`src/rtl/angle_sweep_seq_pkg.sv`:
```
// Shared widths, limits and state encoding for the angle ROM sweep sequencer.
package angle_sweep_seq_pkg;

   localparam int ANG_W          = 32;
   localparam int ADDR_W         = 10;
   localparam int ANG_MAX        = 360;
   localparam int FETCH_TO_VALID = 2;

   typedef enum logic [1:0] {
      IDLE    = 2'd0,
      FETCH   = 2'd1,
      PRESENT = 2'd2,
      FINISH  = 2'd3
   } state_t;

endpackage

```
`src/rtl/angle_sweep_seq_if.sv`:
```
// ROM read port plus valid/ready angle stream between the sequencer and its neighbours.
interface angle_sweep_seq_if;
   import angle_sweep_seq_pkg::*;

   logic [ADDR_W-1:0] rom_addr;
   logic              rom_ce;
   logic              rom_rd;
   logic [ANG_W-1:0]  rom_data;

   logic [ANG_W-1:0]  ang_data;
   logic [ADDR_W-1:0] ang_idx;
   logic              ang_valid;
   logic              ang_ready;

   modport master (
      output rom_addr, rom_ce, rom_rd,
      input  rom_data,
      output ang_data, ang_idx, ang_valid,
      input  ang_ready
   );

   modport slave (
      input  rom_addr, rom_ce, rom_rd,
      output rom_data,
      input  ang_data, ang_idx, ang_valid,
      output ang_ready
   );

endinterface

```
`src/rtl/angle_sweep_seq.sv`:
```
// Walks the angle ROM from START_ANG to STOP_ANG in STEP increments and hands each
// registered word downstream over a valid/ready handshake, with abort and back-pressure.
//
// state   | meaning
// --------+-----------------------------------------------------------
// IDLE    | waiting for start; ROM disabled, nothing presented
// FETCH   | ROM read of addr_q; word captured into the output register
// PRESENT | word held valid until accepted; then next address or finish
// FINISH  | single-cycle done pulse, back to IDLE
module angle_sweep_seq
   import angle_sweep_seq_pkg::*;
#(
   parameter int START_ANG = 0,
   parameter int STOP_ANG  = 360,
   parameter int STEP      = 1
) (
   input  logic              clk,
   input  logic              rst,
   input  logic              start,
   input  logic              abort,
   angle_sweep_seq_if.master bus,
   output logic              busy,
   output logic              done
);

   if (START_ANG < 0 || START_ANG > STOP_ANG || STOP_ANG > ANG_MAX ||
       STEP < 1 || STEP > ANG_MAX) begin : g_param_check
      $fatal(1, "angle_sweep_seq: illegal START_ANG/STOP_ANG/STEP combination");
   end

   localparam logic [ADDR_W-1:0] START_Q = ADDR_W'(START_ANG);
   localparam logic [ADDR_W:0]   STOP_W  = (ADDR_W+1)'(STOP_ANG);
   localparam logic [ADDR_W:0]   STEP_W  = (ADDR_W+1)'(STEP);

   state_t            state_q, state_d;
   logic [ADDR_W-1:0] addr_q, addr_d;
   logic [ANG_W-1:0]  data_q;
   logic [ADDR_W-1:0] idx_q;
   logic              valid_q, valid_d;
   logic              load;
   logic              rom_en;
   logic [ADDR_W:0]   nxt;

   // one extra bit so an address past 360 compares correctly instead of wrapping
   assign nxt = {1'b0, addr_q} + STEP_W;

   always_ff @(posedge clk) begin
      if (rst) begin
         state_q <= IDLE;
         addr_q  <= START_Q;
         valid_q <= 1'b0;
      end else begin
         state_q <= state_d;
         addr_q  <= addr_d;
         valid_q <= valid_d;
      end
   end

   always_ff @(posedge clk) begin
      if (rst) begin
         data_q <= '0;
         idx_q  <= '0;
      end else if (load) begin
         data_q <= bus.rom_data;
         idx_q  <= addr_q;
      end
   end

   always_comb begin
      state_d = state_q;
      addr_d  = addr_q;
      valid_d = valid_q;
      load    = 1'b0;
      rom_en  = 1'b0;
      done    = 1'b0;
      case (state_q)
         IDLE: begin
            if (start && !abort) begin
               addr_d  = START_Q;
               state_d = FETCH;
            end
         end
         FETCH: begin
            rom_en = 1'b1;
            if (abort) begin
               valid_d = 1'b0;
               state_d = IDLE;
            end else begin
               load    = 1'b1;
               valid_d = 1'b1;
               state_d = PRESENT;
            end
         end
         PRESENT: begin
            // abort wins over a same-edge accept: the word is treated as not transferred
            if (abort) begin
               valid_d = 1'b0;
               state_d = IDLE;
            end else if (bus.ang_ready) begin
               valid_d = 1'b0;
               if (nxt <= STOP_W) begin
                  addr_d  = nxt[ADDR_W-1:0];
                  state_d = FETCH;
               end else begin
                  state_d = FINISH;
               end
            end
         end
         FINISH: begin
            done    = 1'b1;
            state_d = IDLE;
         end
         default: begin
            valid_d = 1'b0;
            state_d = IDLE;
         end
      endcase
   end

   assign busy          = (state_q != IDLE);
   assign bus.rom_addr  = addr_q;
   assign bus.rom_ce    = rom_en;
   assign bus.rom_rd    = rom_en;
   assign bus.ang_data  = data_q;
   assign bus.ang_idx   = idx_q;
   assign bus.ang_valid = valid_q;

endmodule

```
`src/flat_wrapper.sv`:
```
// flat-port wrapper written by rule: the top's interface ports become plain ports
module angle_sweep_seq_flat import angle_sweep_seq_pkg::*;
#(
   parameter int START_ANG = 0,
   parameter int STOP_ANG  = 360,
   parameter int STEP      = 1
)
  (clk, rst, start, abort, busy, done, bus_rom_addr, bus_rom_ce, bus_rom_rd, bus_rom_data, bus_ang_data, bus_ang_idx, bus_ang_valid, bus_ang_ready);
  angle_sweep_seq_if bus_i ();
  input  logic clk;
  input  logic rst;
  input  logic start;
  input  logic abort;
  output logic busy;
  output logic done;
  output wire logic [$bits(bus_i.rom_addr)-1:0] bus_rom_addr;
  output wire logic [$bits(bus_i.rom_ce)-1:0] bus_rom_ce;
  output wire logic [$bits(bus_i.rom_rd)-1:0] bus_rom_rd;
  input wire logic [$bits(bus_i.rom_data)-1:0] bus_rom_data;
  output wire logic [$bits(bus_i.ang_data)-1:0] bus_ang_data;
  output wire logic [$bits(bus_i.ang_idx)-1:0] bus_ang_idx;
  output wire logic [$bits(bus_i.ang_valid)-1:0] bus_ang_valid;
  input wire logic [$bits(bus_i.ang_ready)-1:0] bus_ang_ready;
  assign bus_rom_addr = bus_i.rom_addr;
  assign bus_rom_ce = bus_i.rom_ce;
  assign bus_rom_rd = bus_i.rom_rd;
  assign bus_i.rom_data = bus_rom_data;
  assign bus_ang_data = bus_i.ang_data;
  assign bus_ang_idx = bus_i.ang_idx;
  assign bus_ang_valid = bus_i.ang_valid;
  assign bus_i.ang_ready = bus_ang_ready;
  angle_sweep_seq #(.START_ANG(START_ANG), .STOP_ANG(STOP_ANG), .STEP(STEP)) u_core (.clk(clk), .rst(rst), .start(start), .abort(abort), .bus(bus_i), .busy(busy), .done(done));
endmodule
```
`config.mk`:
```
export PLATFORM = sky130hd
export DESIGN_NAME = angle_sweep_seq_flat
export DESIGN_NICKNAME = d
export VERILOG_FILES = /design/src/rtl/angle_sweep_seq_pkg.sv /design/src/rtl/angle_sweep_seq_if.sv /design/src/rtl/angle_sweep_seq.sv /design/src/flat_wrapper.sv
export SDC_FILE = /design/constraint.sdc
export NUM_CORES = 1
export LEC_CHECK = 0
export ABC_AREA = 1
export CAP_MARGIN = 15
export CORE_ASPECT_RATIO = 0.5
export CORE_MARGIN = 5
export CORE_UTILIZATION = 39
export DETAILED_ROUTE_END_ITERATION = 8
export PLACE_DENSITY = 0.85
export SETUP_SLACK_MARGIN = 0.15
export SLEW_MARGIN = 30
export SYNTH_ARGS = -nofsm -noshare
export SYNTH_HDL_FRONTEND = slang
export SYNTH_SLANG_ARGS = --single-unit
```
`constraint.sdc`:
```
create_clock -name clk -period 1.59 [get_ports clk]
set_input_delay 0.2385 -clock clk [delete_from_list [all_inputs] [get_ports clk]]
set_output_delay 0.2385 -clock clk [all_outputs]
set_load 0.01 [all_outputs]
```
metal_stack.png
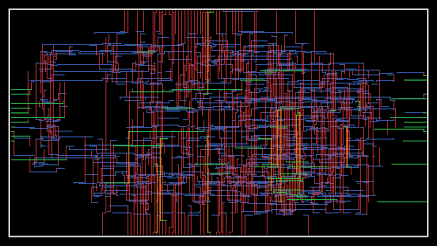
legend:
  orange:
    layer: met4
    wire_length: 220 um
  red:
    layer: met2
    wire_length: 4,240 um
  blue:
    layer: met1
    wire_length: 3,240 um
  green:
    layer: met3
    wire_length: 421 um
final routed wirelength across all metal layers: 8120 um
via count: 2,641
All-Layer GR Usage: 19.2%
routed wirelength normalized by instance count: 15.3 um

gate_families.png
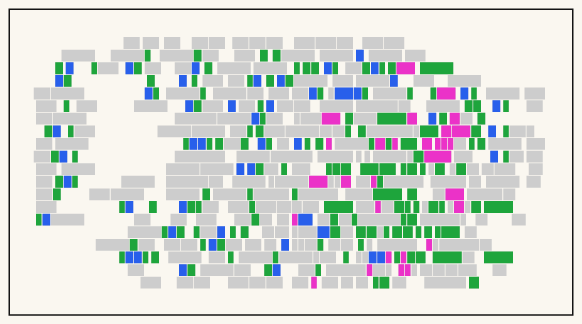
legend:
  magenta:
    family: NOR gates
    cells: 29
    most_used: nor2_1
  blue:
    family: inverting AOI/OAI gates
    cells: 48
    most_used: a21oi_1
  green:
    family: NAND gates
    cells: 142
    most_used: nand2_1
most used logic cell in the final layout: nand2_1
Layout Cells excl Fill: 530
fraction of standard cell area in multi-input logic: 31.9%

met2.png
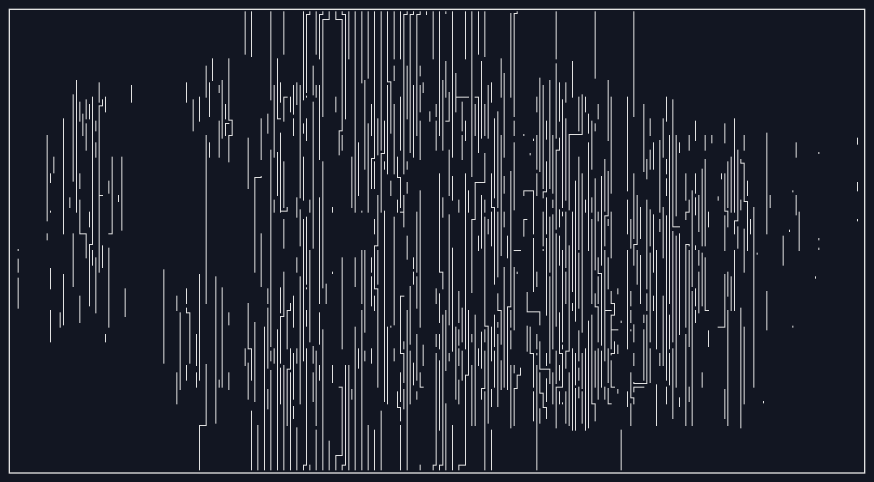
nets with wire on the layer: 395
main direction: vertical
longest straight run: 28.5 um
wire length on this layer: 4,240 um
met2 usage in global routing: 35.0%

==> Table 3: Implementation characteristics <==
Physical implementation characteristics

Parameter                              Value

Clock tree
  Deepest level of the CTS H-tree .................. 2
  Clock root cell .................. clkbuf_16
  CTS Sinks .................. roughly 55
  Clk buf depth .................. 2
  Clock-pin slew on the worst setup and hold paths .................. ~0.070 ns
  Number of clock buffers inserted by TritonCTS .................. 5
  Clock latency on the worst-skew pair .................. 0.29 ns

GRT
  GRT met3 Usage .................. 3.70%
  GR Overflow Total .................. 0
  Antenna violations before repair .................. 0
  Global-route wire length before repair .................. between 10,000 and 15,000 um
  Vias in the first global route .................. 2,552

Run status
  Outcome .................. finished, violations left
  Violations in the final reports .................. negative setup slack

Worst setup path
  Slowest cell on the critical path .................. dfxtp_4
  Arrival time of the worst setup path .................. 1.91 ns
  Worst Path Required .................. roughly 1.8 ns
  Worst path max stage delay .................. 0.39 ns
  Most common cell on crit path .................. nor2_2
  Setup slack on the worst flop-to-flop path .................. -0.1 ns
  Launching element of the worst setup path .................. u_core.bus.rom_addr[0]
  Reg-to-Reg Start .................. u_core.bus.rom_addr[0]
  Kind of cell with the highest combined delay on the critical path .................. simple AND/OR/NAND/NOR gates
  Endpoint class of the critical path .................. register
  Endpoint of the worst-slack reg-to-reg timing path .................. u_core.bus.rom_addr[6]

Synthesis
  Largest area contributor in the netlist .................. dfxtp_1
  Proportion of synthesized chip area in sequential cells .................. a little under half
  Synth Net Count .................. 363
  Top area cells in the synthesized netlist .................. dfxtp_1 46%, nand2_1 11%, nand3_1 10%
  Post-synth area from yosys stat .................. approximately 2400 um^2
  Yosys stat cell total .................. 325

Final timing
  Max-slew violations .................. 0
  Worst setup slack after layout .................. -0.0951 ns
  Final tally of hold violations .................. 0
  Worst Skew .................. 0.00574 ns
  Transition at the pin with the smallest max-transition slack .................. approximately 0.35 ns
  Final tally of setup violations .................. 11
  Share of the clock period used by the worst path .................. 106%
  Setup Total Neg Slack .................. -0.633 ns
  Worst rel slew slack .................. between 70% and 80%

Placement
  Global placer's final weighted congestion .................. 0.828
  Post-detailed-placement half-perimeter wirelength .................. roughly 5200 um
  Post-Place Cells .................. between 500 and 600
  Post-placement worst setup slack .................. -0.104 ns
  Count of buffers from port buffering .................. a little over 90

Floorplanning
  Total Die Area .................. slightly below 8000 um^2
  Die extent in y .................. between 60 and 70 um
  Std-Cell Core Area .................. ~6000 um^2
  Boundary pin count .................. about 94
  Width of the die .................. about 120 um

Detailed routing
  Post-route ant nets .................. 0
  Length of the first detailed-routing pass in iterations .................. 4
  Met2 Wirelength .................. between 4000 and 5000 um
  Met3 Wirelength .................. roughly 420 um
  Highest routed metal layer .................. met4
  Via-per-instance ratio .................. 4.98

Cells and area
  Fin nets .................. 479
  Share of layout cells above drive strength 1 .................. 23.1%

Worst hold path
  Cell depth of the worst hold path .................. 2

Flow run
  Max-Cap Viols .................. 0

Pwr
  Max VDD drop .................. between 0.0004 and 0.0005 V
  Leakage power figure .................. between 2 and 2.5 nW
worst min-delay path by stage:
stage                            startpoint                       to  slack (ns)
floorplan                   bus_rom_data[0]   u_core.bus.ang_data[0]        0.40
global placement    u_core.bus.ang_data[15]  u_core.bus.ang_data[15]        0.45
global route        u_core.bus.ang_data[21]  u_core.bus.ang_data[21]        0.48
finish               u_core.bus.ang_data[6]   u_core.bus.ang_data[6]        0.46
detailed placement  u_core.bus.ang_data[21]  u_core.bus.ang_data[21]        0.45
CTS                 u_core.bus.ang_data[21]  u_core.bus.ang_data[21]        0.46
cell type report:
type                       instances  area, um^2
multi-input combinational        225        1300
tap                               88         110
inverter                          26        97.6
clock inverter                     2        38.8
clock buffer                       6         139
timing repair buffer             128        1270
fill                             461        1940
sequential                        55        1130
cell usage after synthesis:
cell type	instances
a21oi_1	45
and2_1	1
buf_4	3
buf_6	1
clkbuf_1	17
dfxtp_1	55
ha_1	1
inv_1	22
inv_2	4
nand2_1	70
nand2_2	8
nand3_1	48
nand3_2	2
nand3_4	2
nand3b_2	1
nand4_1	9
nor2_1	20
nor2_2	7
nor2_4	1
nor3_1	1
o2111a_1	1
o211ai_1	1
o21a_1	1
o21ai_0	1
o21bai_2	1
xor2_1	2
placed cells by master, fill, tap and decap left out, types with 2 or more instances in the layout:
| cell type | n |
|---|---|
| nand2_1 | 65 |
| clkdlybuf4s50_1 | 52 |
| nand3_1 | 46 |
| dfxtp_1 | 45 |
| a21oi_1 | 44 |
| buf_4 | 31 |
| dlymetal6s2s_1 | 27 |
| inv_1 | 21 |
| nor2_1 | 15 |
| nand2_2 | 10 |
| dlygate4sd2_1 | 10 |
| nand4_1 | 9 |
| nor2_2 | 7 |
| nor2_4 | 6 |
| nand3_4 | 6 |
| dfxtp_4 | 6 |
| inv_2 | 5 |
| clkbuf_16 | 5 |
| buf_6 | 4 |
| dfxtp_2 | 4 |
| nand2_4 | 3 |
| nand3_2 | 2 |
stage by stage:
stage / power (W) / hold WS [ns] / area, um^2 / utilization, %
after floorplan: 0.00167 / 0.403 / 2460 / -
after global placement: 0.00190 / 0.447 / 3630 / 60.3
after detailed placement: 0.00191 / 0.451 / 3630 / 60.3
after CTS: 0.00321 / 0.462 / 3870 / 64.2
after global routing: 0.00335 / 0.481 / 4090 / 67.8
final: 0.00322 / 0.460 / 4090 / 67.8
logic make-up after synthesis:
kind of cell | synth area share [%]
flip-flops | 45.7
buffers and inverters | 8.10
adder cells (fa/ha/maj) | 0.519
AND-OR/OR-AND | 11.1
XOR/XNOR | 0.727
AND/OR/NAND/NOR | 33.9
power breakdown:
group	switching (W)	internal [W]	total, W
sequential	0.0000360	0.00141	0.00145
combinational	0.000228	0.000237	0.000465
clock	0.000513	0.000793	0.00131
state kept, by name, indices dropped and copies added, names as in the netlist:
signal	cells
u_core.bus.ang_data	32
u_core.bus.ang_idx	10
u_core.bus.ang_valid	1
u_core.bus.rom_addr	10
u_core.state_q	2
timing repair:
action                     in CTS  in global routing
setup buffers                   2                  4
setup endpoints to repair      27                 41
cloned                          1                  1
gates resized                  29                 57
pin swaps                      13                 11
Power is estimated from default activity; no workload was simulated.
